==> src/rtl/gol_gen_ctrl.sv <==
// Generation sequencer for the Game-of-Life array: sweeps row loads, then
// issues single-cycle step enables aligned to the rising edge of vblank.
module gol_gen_ctrl #(
  parameter int ROWS  = 32,
  parameter int ROW_W = 5,
  parameter int GEN_W = 16
) (
  input  logic             CLK,
  input  logic             reset,
  input  logic             cmd_load,
  input  logic             cmd_run,
  input  logic             cmd_pause,
  input  logic             cmd_step,
  input  logic [3:0]       rate,
  input  logic             vblank,
  output logic             load_en,
  output logic [ROW_W-1:0] load_row,
  output logic             step_en,
  output logic             running,
  output logic             busy,
  output logic [GEN_W-1:0] gen_count
);

  typedef enum logic [2:0] {
    S_IDLE,
    S_LOAD,
    S_PAUSED,
    S_STEP_WAIT,
    S_RUN
  } state_t;

  localparam logic [ROW_W-1:0] LAST_ROW = ROW_W'(ROWS - 1);

  state_t           state_q;
  logic             vblank_q;
  logic [3:0]       frame_cnt_q;
  logic             load_en_q;
  logic [ROW_W-1:0] load_row_q;
  logic             step_en_q;
  logic             running_q;
  logic             busy_q;
  logic [GEN_W-1:0] gen_count_q;
  logic             vb_rise;

  assign vb_rise   = vblank & ~vblank_q;
  assign load_en   = load_en_q;
  assign load_row  = load_row_q;
  assign step_en   = step_en_q;
  assign running   = running_q;
  assign busy      = busy_q;
  assign gen_count = gen_count_q;

  always_ff @(posedge CLK or posedge reset) begin
    if (reset) begin
      state_q     <= S_IDLE;
      vblank_q    <= 1'b0;
      frame_cnt_q <= 4'd0;
      load_en_q   <= 1'b0;
      load_row_q  <= '0;
      step_en_q   <= 1'b0;
      running_q   <= 1'b0;
      busy_q      <= 1'b0;
      gen_count_q <= '0;
    end else begin
      vblank_q  <= vblank;
      step_en_q <= 1'b0;
      // Load has top priority in every state, including a restart mid-sweep.
      if (cmd_load) begin
        state_q     <= S_LOAD;
        load_en_q   <= 1'b1;
        load_row_q  <= '0;
        busy_q      <= 1'b1;
        running_q   <= 1'b0;
        gen_count_q <= '0;
      end else begin
        case (state_q)
          S_LOAD: begin
            if (load_row_q == LAST_ROW) begin
              state_q    <= S_PAUSED;
              load_en_q  <= 1'b0;
              load_row_q <= '0;
              busy_q     <= 1'b0;
            end else begin
              load_row_q <= load_row_q + ROW_W'(1);
            end
          end
          S_PAUSED: begin
            if (!cmd_pause) begin
              if (cmd_step) begin
                state_q <= S_STEP_WAIT;
              end else if (cmd_run) begin
                state_q     <= S_RUN;
                running_q   <= 1'b1;
                frame_cnt_q <= 4'd0;
              end
            end
          end
          S_STEP_WAIT: begin
            if (cmd_pause) begin
              state_q <= S_PAUSED;
            end else if (vb_rise) begin
              state_q     <= S_PAUSED;
              step_en_q   <= 1'b1;
              gen_count_q <= gen_count_q + GEN_W'(1);
            end
          end
          S_RUN: begin
            if (cmd_pause) begin
              state_q   <= S_PAUSED;
              running_q <= 1'b0;
            end else if (vb_rise) begin
              // >= so that lowering rate below the running count steps at once.
              if (frame_cnt_q >= rate) begin
                step_en_q   <= 1'b1;
                gen_count_q <= gen_count_q + GEN_W'(1);
                frame_cnt_q <= 4'd0;
              end else begin
                frame_cnt_q <= frame_cnt_q + 4'd1;
              end
            end
          end
          default: begin
          end
        endcase
      end
    end
  end

endmodule
==> config.mk <==
export PLATFORM = sky130hd
export DESIGN_NAME = gol_gen_ctrl
export DESIGN_NICKNAME = d
export VERILOG_FILES = /design/src/rtl/gol_gen_ctrl.sv
export SDC_FILE = /design/constraint.sdc
export NUM_CORES = 1
export LEC_CHECK = 0
export CORE_MARGIN = 2
export CORE_UTILIZATION = 45
export DETAILED_ROUTE_END_ITERATION = 16
export HOLD_SLACK_MARGIN = 0.06
export PLACE_DENSITY = 0.74
export SYNTH_ARGS = -nofsm -noshare
export SYNTH_HDL_FRONTEND = slang
export SYNTH_SLANG_ARGS = --single-unit
==> constraint.sdc <==
create_clock -name CLK -period 1.8 [get_ports CLK]
set_clock_uncertainty 0.1 [all_clocks]
set_input_delay 0.45 -clock CLK [delete_from_list [all_inputs] [get_ports CLK]]
set_output_delay 0.45 -clock CLK [all_outputs]
set_load 0.01 [all_outputs]
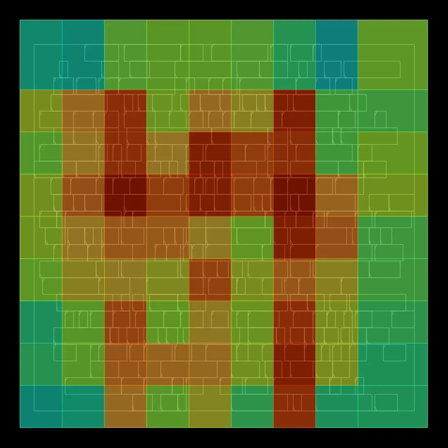
run_1/final_congestion.png
routing usage on met3: 0.0490
total global routing track utilization: 0.249
final cell utilization of the core: 0.745
met2 Track Usage GR: 0.461
WL per Instance: 16.6 um

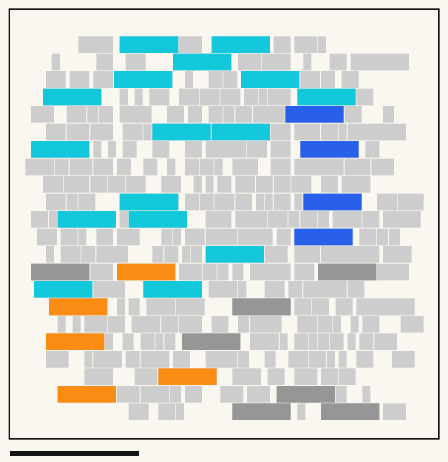
run_1/registers.png
Bar = 20 um. Other sequential cells in the stronger grey, the rest of the logic in the fainter grey.
Key: frame_cnt_q = blue [placed flops 4, where middle right]; gen_count = cyan [placed flops 16]; load_row = orange [placed flops 5, where lower left]

==> run notes, run 1 <==
Update from the flow run.

The flow ran to the end, but the final reports show violations. The checks that failed: setup timing. The cell leakage power is 1.38 nW. The worst pin sits at a relative slew slack of 0.721. The routed design has 5200 um of wire. The fraction of the core area occupied by cells at floorplan is 0.474. The total met3 wirelength after detailed routing is 200 um.

The number of rows created at floorplan is 22. OpenROAD emitted warnings numbering 29. The count of nets left with antenna violations after detail routing is 0.

The number of antenna violations at the first check in global routing is 0. The worst setup slack after layout is -0.162 ns. The critical path required time is 1.91 ns. The post-synthesis cell type count is 35. The Yosys step of the flow raised 0 warnings. The count of final max-slew check failures is 0. The slew of the pin with the lowest slew margin is 0.419 ns. By area the synthesized netlist is led by dfrtp_1, xor2_1, ha_1. Of the total power, combinational logic draws 0.299. The most used flip-flop cell is dfrtp_1.

The TritonCTS clock tree is yes. Of all flip-flops after synthesis, the portion carrying an async set or reset was 1.00. The first global-routing pass estimated 8390 um of wire. The worst setup path is launched from a flop. Based on the critical path, the design can be clocked at up to 510 MHz. The setup violation total in the final timing report is 16.
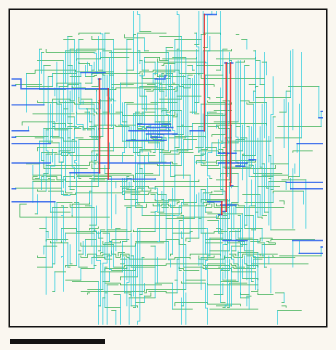
run_1/metal_stack.png
Bar = 20 um.
Key: met1 = green [wire length 2040 um]; met2 = cyan [wire length 2840 um]; met4 = red [wire length 123 um]; met3 = blue [wire length 201 um]

==> run 1: layout make-up <==
class	instances	area [um^2]
multi-input cells	138	1050
repair buffers	79	704
fillers	276	948
clock buffers	7	96.3
inverters	9	53.8
flip-flops and latches	32	801
well taps	48	60.1
==> run 1: Yosys cell counts (3+ instances only) <==
cell      count
nor3b_1       3
or3_1         3
and3_1        6
nand2_1      12
nand2b_1      4
nand4_1       9
a21oi_1      11
nand3_1       7
inv_1         9
xor2_1       12
mux2i_1       4
nor2_1       26
ha_1          8
clkbuf_1      3
o21ai_0      11
dfrtp_1      32
==> run 1: stage by stage <==
stage	setup slack, ns	TNS, ns	instances
finish	-0.162	-1.38	313
global route	-0.253	-2.70	313
CTS	-0.123	-0.814	305
detailed placement	-0.882	-17.72	286
global placement	-0.768	-15.85	286
floorplan	-0.0368	-0.339	185
==> run 1: logic make-up (layout without fill, tap and decap cells) <==
group	Yosys count	count (layout)	synth area share
adder cells (fa/ha/maj)	8	8	0.0568
AND/OR/NAND/NOR	83	83	0.260
AND-OR/OR-AND	31	31	0.111
multiplexers	4	4	0.0227
XOR/XNOR	12	12	0.0597
buffers and inverters	15	95	0.0355
flip-flops	32	32	0.455
==> run 1: cells in the final DEF (no fill, tap or decap), types with 7 or more instances in the layout <==
cell type	count
buf_4	38
dfrtp_1	32
nor2_1	24
clkdlybuf4s50_1	15
xor2_1	12
nand2_1	11
a21oi_1	10
nand4_1	9
dlygate4sd2_1	9
clkbuf_8	7
dlymetal6s2s_1	7
==> run 1: metal layers <==
metal / vias up / global-route usage
met5: - / 0
met4: 0 / 0.0893
met3: 13 / 0.0490
met2: 57 / 0.461
met1: 853 / 0.281
li1: 810 / -
==> run 1: flip-flops by register name, summed over array words and instances, names as in the netlist <==
signal / count
busy: 1
frame_cnt_q: 4
gen_count: 16
load_row: 5
running: 1
state_q: 3
step_en: 1
vblank_q: 1
==> run 1: power groups by stage <==
stage / logic [mW] / registers (mW) / clock network (mW)
final: 0.602 / 0.819 / 0.595
after detailed placement: 0.549 / 0.833 / 0
after floorplan: 0.273 / 0.861 / 0
after global routing: 0.653 / 0.825 / 0.639
after global placement: 0.526 / 0.829 / 0
after CTS: 0.555 / 0.819 / 0.600
==> run 1: what timing repair did <==
| action | CTS | global route |
|---|---|---|
| pin swaps | 14 | 23 |
| gates cloned | 0 | 0 |
| resized | 35 | 33 |
| endpoints found under the hold margin | 0 | 0 |
| hold buffers | 0 | 0 |
| setup endpoints to repair | 33 | 34 |
| setup buffers | 12 | 8 |
==> run 1: final timing paths <==
check	startpoint	cells past startpoint	end	slack [ns]
worst max-delay path	frame_cnt_q[2]	8	gen_count[11]	-0.16
worst min-delay path	vblank	1	vblank_q	0.22
worst max register to register	frame_cnt_q[2]	8	gen_count[11]	-0.16
worst min register to register	busy	1	busy	0.41
max in group asynchronous	reset	3	load_row[2]	0.83
min in group asynchronous	reset	3	frame_cnt_q[2]	0.46
==> run 1: critical path, cell delays in order (launching register included) <==
cell and delay, ns:
dfrtp_1 0.42, ha_4 0.28, o211ai_1 0.10, o211ai_2 0.17, buf_6 0.14, buf_6 0.11, nand3_4 0.09, or3_1 0.35
a21oi_2 0.12
--- run 2 (diff from run 1) ---
==> constraint.sdc (replaced) <==
create_clock -name CLK -period 1.8 [get_ports CLK]
set_clock_uncertainty 0.1 [all_clocks]
set_input_delay 0.45 -clock CLK [delete_from_list [all_inputs] [get_ports CLK]]
set_output_delay 0.45 -clock CLK [all_outputs]
set_load 0.02 [all_outputs]
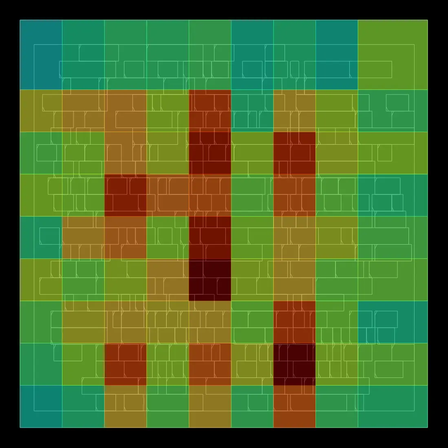
run_2/final_congestion.png
met2 Track Usage GR: 0.365
WL per Instance: 14.7 um
final cell utilization of the core: 0.719
gr busiest metal: met2
met1 Resource Use GR: 0.264

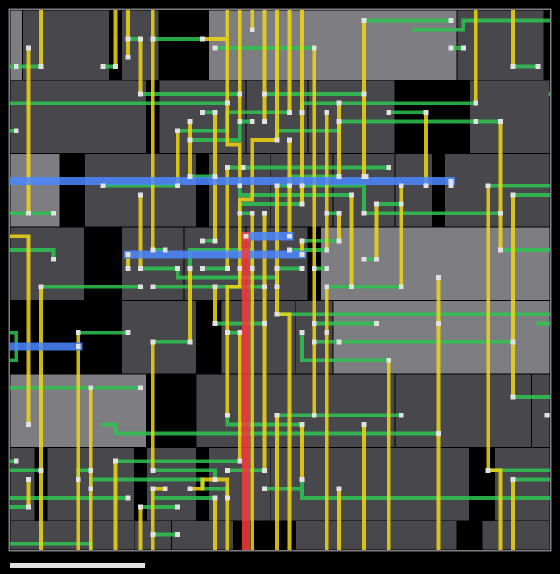
run_2/zoom.png
Bar = 5 um. Window x 23 to 43, y 37 to 57 um. Cells in grey, sequential cells in the stronger grey; small squares are vias.
Key: met4 = red; met1 = green; met2 = yellow; met3 = blue
Netlist names of flops here include gen_count (4). 32 logic cells have their middle in the window. Most frequent: nand4_1 (5). Sequential cells in the window: 4.

==> run 2 against run 1 <==
The flow still finishes with violations (setup timing). Combinational power down 5.1%. Cell count down 4.5%. Flip-flop count unchanged. Maximum frequency down 0.95%. Non-clock buffer count down 15. Largest cell class unchanged.
==> run notes, run 2 <==
Update from the flow run.

The flow ran to the end, but the final reports show violations. The final reports fail on setup timing. The TritonCTS clock tree is yes. The maximum clock frequency is 505 MHz (-0.95%). Per the OpenROAD floorplan log, the area of the core is 3720 um^2. The critical path required time is 1.92 ns (about the same). The number of rows created at floorplan is 22 (unchanged). The most used flip-flop cell is dfrtp_1.

The top-level port count is 36. The top cell type in the final layout, fill and taps aside, is dfrtp_1. The diode insertion count for antenna repair is 0. The horizontal die dimension is 66.6 um. Ranking logic cells in the layout by count gives the top entries dfrtp_1, nor2_1, dlygate4sd2_1, buf_4. The flop-to-flop setup slack is -0.18 ns (-0.02 ns). The post-layout total power is 2.01 mW. The total wire length is 4390 um (-16%).

For the finished layout, the period the worst path requires is 1.98 ns. According to the floorplan report, the total die area is 4430 um^2. The worst setup path is launched from a flop. By area the synthesized netlist is led by dfrtp_1, xor2_1, ha_1.

The number of buffers inserted for hold repair after clock tree synthesis is 0 (unchanged). The setup TNS after final layout is -0.917 ns (+0.458 ns). The cell leakage power was 1.33 nW (-3.8%). The count of nets left with antenna violations after detail routing is 0 (unchanged). The count of final max-slew check failures is 0 (unchanged). The flip-flop count of the largest register after layout was 16 (unchanged). The count of synthesis-stage warnings from yosys is 0 (unchanged). The first-pass GRT wire length is 7240 um (-14%).

The normalized max-slew margin is 0.795 (+0.0742). The setup slack after placement was -0.797 ns (+0.0849 ns). The number of OpenROAD warnings is 29 (unchanged). The post-synthesis cell type count is 35 (unchanged). The mean cell area of the mapped netlist is 9.52 um^2.

The cell type contributing the most total cell area after synthesis is dfrtp_1. In the Yosys report the total cell count is 185. The worst setup slack after layout is -0.181 ns (-0.0188 ns). The setup violation total in the final timing report is 12 (-4). The clock transition at the register clock pins on the worst setup and hold paths after CTS is 0.07 ns. The most frequently used library cell after synthesis is dfrtp_1.

The fraction of the core area occupied by cells at floorplan is 0.474 (unchanged). At the later pin of the worst-skew pair, clock insertion delay measures 0.28 ns. The async set or reset register ratio after synthesis was 1.00 (unchanged). The global-route usage over all layers is 0.216 (-0.0331). The slew of the pin with the lowest slew margin is 0.303 ns (-0.116 ns). The final-layout fill cell count is 281 (+1.8%).

The number of antenna violations at the first check in global routing is 0 (unchanged). Yosys reports that the most numerous cell types are dfrtp_1, nor2_1, nand2_1, xor2_1.
run 2: cell counts after synthesis:
Identical to the previous run, type by type.
run 2: power breakdown:
part | switching (mW) | leakage, nW | internal, mW
sequential | 0.0593 | 0.432 | 0.772
clock | 0.259 | 0.0515 | 0.349
combinational | 0.302 | 0.847 | 0.270
total | 0.620 | 1.33 | 1.39
run 2: final cells by class:
type / instances / area, um^2 / share of cell area
tap: 48 / 60.1 / 0.0225
inverter: 9 / 53.8 / 0.0201
timing repair buffer: 64 / 604 / 0.226
sequential: 32 / 802 / 0.300
multi-input combinational: 138 / 1050 / 0.394
clock buffer: 8 / 100 / 0.0375
run 2: path summary, 6_finish.rpt:
kind | startpoint | cells after the start | end
max in group asynchronous | reset | 3 | load_row[0]
worst min register to register | busy | 1 | busy
min in group asynchronous | reset | 3 | gen_count[9]
worst min-delay path | vblank | 1 | vblank_q
worst max-delay path | frame_cnt_q[3] | 8 | gen_count[14]
worst max register to register | frame_cnt_q[3] | 8 | gen_count[14]
run 2: kinds of logic (layout without fill, tap and decap cells):
family                     after synthesis  count (layout)  share of synthesized area
DFF                                     32              32                      0.455
adders and majority gates                8               8                     0.0568
xor gates and xnor gates                12              12                     0.0597
buffers and inverters                   15              81                     0.0355
and+or+nand+nor                         83              83                      0.260
AOI/OAI and AO/OA                       31              31                      0.111
muxes                                    4               4                     0.0227
run 2: per-stage QoR:
step                area, um^2  instances  hold slack (ns)
finish                    2670        299            0.221
global route              2670        299            0.217
CTS                       2570        296            0.396
detailed placement        2410        284            0.391
global placement          2410        284            0.381
floorplan                 1830        185            0.381
run 2: timing repair:
action	CTS	global route
setup endpoints to repair	45	26
pin swaps	14	19
buffers inserted	4	3
resized	48	23
run 2: worst max-delay path: stages, from the launching register on:
cell and delay, ns:
dfrtp_1 0.42, ha_4 0.28, o211ai_1 0.08, o211ai_2 0.22, buf_12 0.15, buf_12 0.10, nand3_1 0.10, or3_4 0.35
a21oi_2 0.12
run 2: per-layer routing:
metal	GRT usage	routed length, um	vias up
li1	-	-	775
met1	0.264	1840	781
met2	0.365	2300	46
met3	0.0490	191	6
met4	0.0918	52	0
met5	0	0	-
--- run 3 (diff from run 2) ---
- DONT_BUFFER_PORTS: not set -> 1
- PLACE_DENSITY: 0.74 -> not set
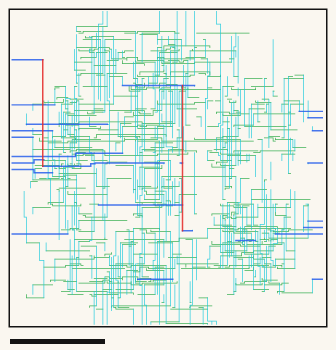
run_3/metal_stack.png
Bar = 20 um.
Key: met3 = blue [wire length 202 um]; met1 = green [wire length 1690 um]; met2 = cyan [wire length 2070 um]; met4 = red [wire length 53.0 um]

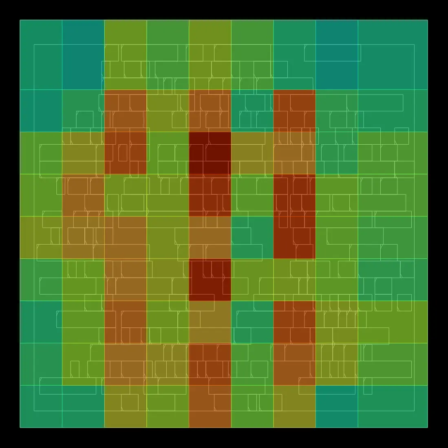
run_3/final_congestion.png
met2 Track Usage GR: 0.350
final cell utilization of the core: 0.623
WL per Instance: 14.6 um
total global routing track utilization: 0.203

==> run 3 against run 2 <==
Sequential power decreased by 2%. Critical endpoint is now gen_count[4]. Synthesized cell count stayed put. Total power fell by 2.2%. The flow still finishes with violations (setup timing).
==> run notes, run 3 <==
Update from the flow run.

The post-layout total power came to 1.97 mW (-2.2%). The flop-to-flop setup slack was -0.12 ns (+0.06 ns). Post-synth the commonest register cell is dfrtp_1.

The worst setup path is launched from a flop. The most common logic cell in the final layout is buf_4. The cell total after placement is 258 (-9.2%). The synthesized design spends more area on one cell type than any other, namely dfrtp_1. Yosys attributes the largest share of cell area to dfrtp_1, xor2_1, ha_1. The setup violation total in the final timing report is 15 (+3). The run finished, with violations left.

The maximum clock frequency is 520 MHz (+2.9%). The normalized max-slew margin is 0.725 (-0.0703). The total wire length came to 4010 um (-8.5%). The final reports fail on setup timing. The shortest period the worst path allows is 1.92 ns (-0.0560 ns). The count of nets left with antenna violations after detail routing is 0 (unchanged). The count of final max-slew check failures is 0 (unchanged). The number of OpenROAD warnings is 29 (unchanged). The flip-flop count of the largest register after layout is 16 (unchanged). The cell with the largest stage delay on the worst path is dfrtp_1. By instance count, the leading cell after synthesis is dfrtp_1.

The worst hold path depth is 0 (-1). The commonest cells after synthesis are dfrtp_1, nor2_1, nand2_1, xor2_1. The delay of the slowest critical-path stage was 0.40 ns (-0.02 ns). The worst setup slack after layout is -0.125 ns (+0.0560 ns). The path length in cells of the critical path came to 8 (unchanged). The fraction of the core area occupied by cells at floorplan is 0.474 (unchanged). The buffer-and-inverter tally for the worst setup path was 2 (unchanged).
-- run 3: cell counts after synthesis --
No cell type changed its count.
-- run 3: power by group --
part	internal, mW	switching, mW
sequential	0.772	0.0442
combinational	0.244	0.298
clock	0.349	0.259
-- run 3: metal layers --
| metal | wire (um) | global-route usage | vias to the layer above |
|---|---|---|---|
| met3 | 202 | 0.0642 | 6 |
| met1 | 1690 | 0.230 | 741 |
| met2 | 2070 | 0.350 | 27 |
| met4 | 53 | 0.0842 | 0 |
| met5 | 0 | 0 | - |
| li1 | - | - | 723 |
-- run 3: how the worst min path moves through the flow --
stage	start	endpoint
final	vblank	vblank_q
after global routing	vblank	vblank_q
after CTS	vblank	vblank_q
after detailed placement	reset	busy
after global placement	reset	busy
after floorplan	vblank	vblank_q
-- run 3: area by class of cell --
type / instances / area (um^2)
Clock buffer: 8 / 100
Fill cell: 335 / 1400
Inverter: 9 / 53.8
Timing Repair Buffer: 39 / 307
Multi-Input combinational cell: 138 / 993
Sequential cell: 32 / 802
Tap cell: 48 / 60.1
-- run 3: cell families after synthesis --
| kind of cell | Yosys count | synth area share |
|---|---|---|
| AND-OR/OR-AND | 31 | 0.111 |
| XOR/XNOR | 12 | 0.0597 |
| adder cells (fa/ha/maj) | 8 | 0.0568 |
| buffers and inverters | 15 | 0.0355 |
| flip-flops | 32 | 0.455 |
| multiplexers | 4 | 0.0227 |
| AND/OR/NAND/NOR | 83 | 0.260 |
-- run 3: repair_timing --
action	in CTS	in global routing
setup endpoints to repair	17	24
hold buffers	1	0
setup buffers	1	5
gates resized	9	10
hold endpoints to repair	1	0
gates cloned	1	0
pin swaps	3	6
-- run 3: metrics by stage --
stage,worst slack (ns),area (um^2),utilization
floorplan,-0.0368,1830,-
finish,-0.125,2320,0.623
global route,-0.207,2320,0.623
detailed placement,-0.175,2090,0.562
global placement,-0.108,2090,0.562
CTS,-0.125,2240,0.603
Power and IR drop assume default switching activity.
